Design adder10_4, sky130hd; sources not shown.
Fig. 1: clock wiring as the flow saved it
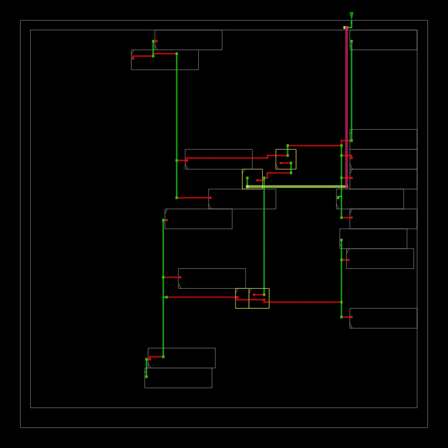
clock sink count: 17
clk pwr: 0.000464 W
cts bufs inserted: 3
number of clock buffers in the layout: 3
num sequential: 17

Fig. 2: cell area per tile
Scale: 6 px per um. The die is cut into 11 by 11 equal tiles; white is low, dark blue is high, 0 to 100% covered.
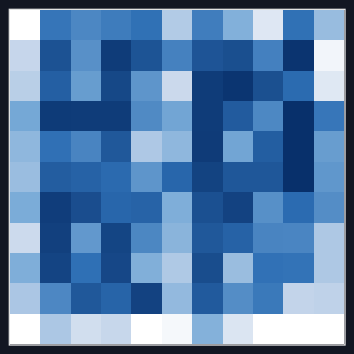
fullest tile = 100%
mean over tiles = 62%
emptiest ninth of the die = bottom right
tiles over 75% full = 40%
starting density of the core: 49.6%
Core Footprint: 2730 um^2
utilization of the core after routing: 71.6%

==> flow_summary.ini <==
; implementation run metrics
[setup_path]
worst_path_max_delay_cell = sky130_fd_sc_hd__fa_2
timing.critical_path.arrival_ns = 6.82
crit_top_cell = sky130_fd_sc_hd__fa_2
worst_ep_required_time_ns = 0.98
crit_cells = 30
worst_path_dominant_cell_family = adder cells
critPathMaxFanout = 3

[logic_synthesis]
netlist_instances = 124
yosys_cells = 124
synth_flops = 17
main_area_contributors = sky130_fd_sc_hd__dfrtp_1 31%, sky130_fd_sc_hd__ha_1 18%, sky130_fd_sc_hd__fa_1 12%, sky130_fd_sc_hd__xnor2_1 5.2%, sky130_fd_sc_hd__inv_1 5.0%
synth_top_cell_by_area = sky130_fd_sc_hd__dfrtp_1
area_share_of_the_largest_cell_type_after_synthesis_pct = 31.4
async_flop_share_pct = 100
synthFlopType = sky130_fd_sc_hd__dfrtp_1
yosys-top-cells-count = 19 x sky130_fd_sc_hd__ha_1, 18 x sky130_fd_sc_hd__inv_1, 17 x sky130_fd_sc_hd__dfrtp_1, 10 x sky130_fd_sc_hd__a21oi_1

[drt]
routedLengthMet1_um = 1050
drcViolationCount = 0
via_count = 1075
met2RoutedLength_um = 1680
detail_route.vias_per_cell = 5.32
detailedRoute.firstIterationViolations = 24

[power_and_ir_drop]
power.share.sequential_pct = 31.7
share_of_total_power_in_the_clock_network_pct = 10.7

[layout]
area.growth.synth_to_final_pct = 44.4
stdcell_count = 202
num_antenna_cells = 0
post_route_cells_drive_above_1_share_pct = 48.0

[final_timing]
hold-worst-slack_ns = -0.0204
setup_viol = 33
worst_slew_margin_rel_pct = 51.4
final_critical_path_setup_slack_ns = -5.84
rsz0062_at_grt = true
actual_slew_at_the_worst_max_slew_pin_ns = 0.729
final-hold-violation-count = 17

[placement]
placement.io_buffers = 0

[grt]
grt.busiest_layer = met2
grt_max_degree = 18

[cts]
max-clock-path-buffers = 2
htree_num_levels = 1

[outcome]
result_of_the_run = complete, but fails checks
violations = negative hold slack, negative setup slack

[die]
design.portCount = 52
metrics by stage:
| step | setup TNS [ns] | util (%) | hold WS, ns | instance area (um^2) |
|---|---|---|---|---|
| 2_1_floorplan | -59.06 | - | -0.136 | 1440 |
| 3_3_place_gp | -60.62 | 63.1 | -0.135 | 1720 |
| 3_5_place_dp | -62.85 | 63.1 | -0.135 | 1720 |
| 4_1_cts | -58.83 | 67.7 | 0.117 | 1850 |
| 5_1_grt | -60.90 | 71.6 | 0.0443 | 1960 |
| 6_report | -58.52 | 71.6 | -0.0204 | 1960 |
cell families (layout without fill, tap and decap cells):
kind of cell | after synthesis | after routing | synth area share (%)
mux | 4 | 4 | 2.95
buf+inv | 18 | 65 | 4.98
simple gates | 16 | 16 | 8.12
fa+ha+maj | 27 | 27 | 29.3
flops | 17 | 17 | 31.4
xor+xnor | 8 | 8 | 5.17
compound gates | 34 | 34 | 18.1
layout make-up:
cell class                      count  area [um^2]  share of cell area (%)
Multi-Input combinational cell     89         1050                    53.7
Tap cell                           31         38.8                    1.98
Timing Repair Buffer               43          347                    17.7
Sequential cell                    17          425                    21.7
Clock buffer                        3         22.5                    1.15
Inverter                           18         67.6                    3.45
Clock inverter                      1         5.00                   0.256
layout by cell type, fill, tap and decap left out, types with 5 or more instances in the layout:
master	synthesis	routed
sky130_fd_sc_hd__dfrtp_1	17	17
sky130_fd_sc_hd__ha_1	19	14
sky130_fd_sc_hd__inv_1	18	10
sky130_fd_sc_hd__inv_2	0	8
sky130_fd_sc_hd__a21oi_1	10	9
sky130_fd_sc_hd__o31a_1	5	5
sky130_fd_sc_hd__ha_4	0	5
sky130_fd_sc_hd__buf_6	0	5
sky130_fd_sc_hd__buf_4	0	37
sky130_fd_sc_hd__fa_2	0	8
Power is estimated from default activity; no workload was simulated.
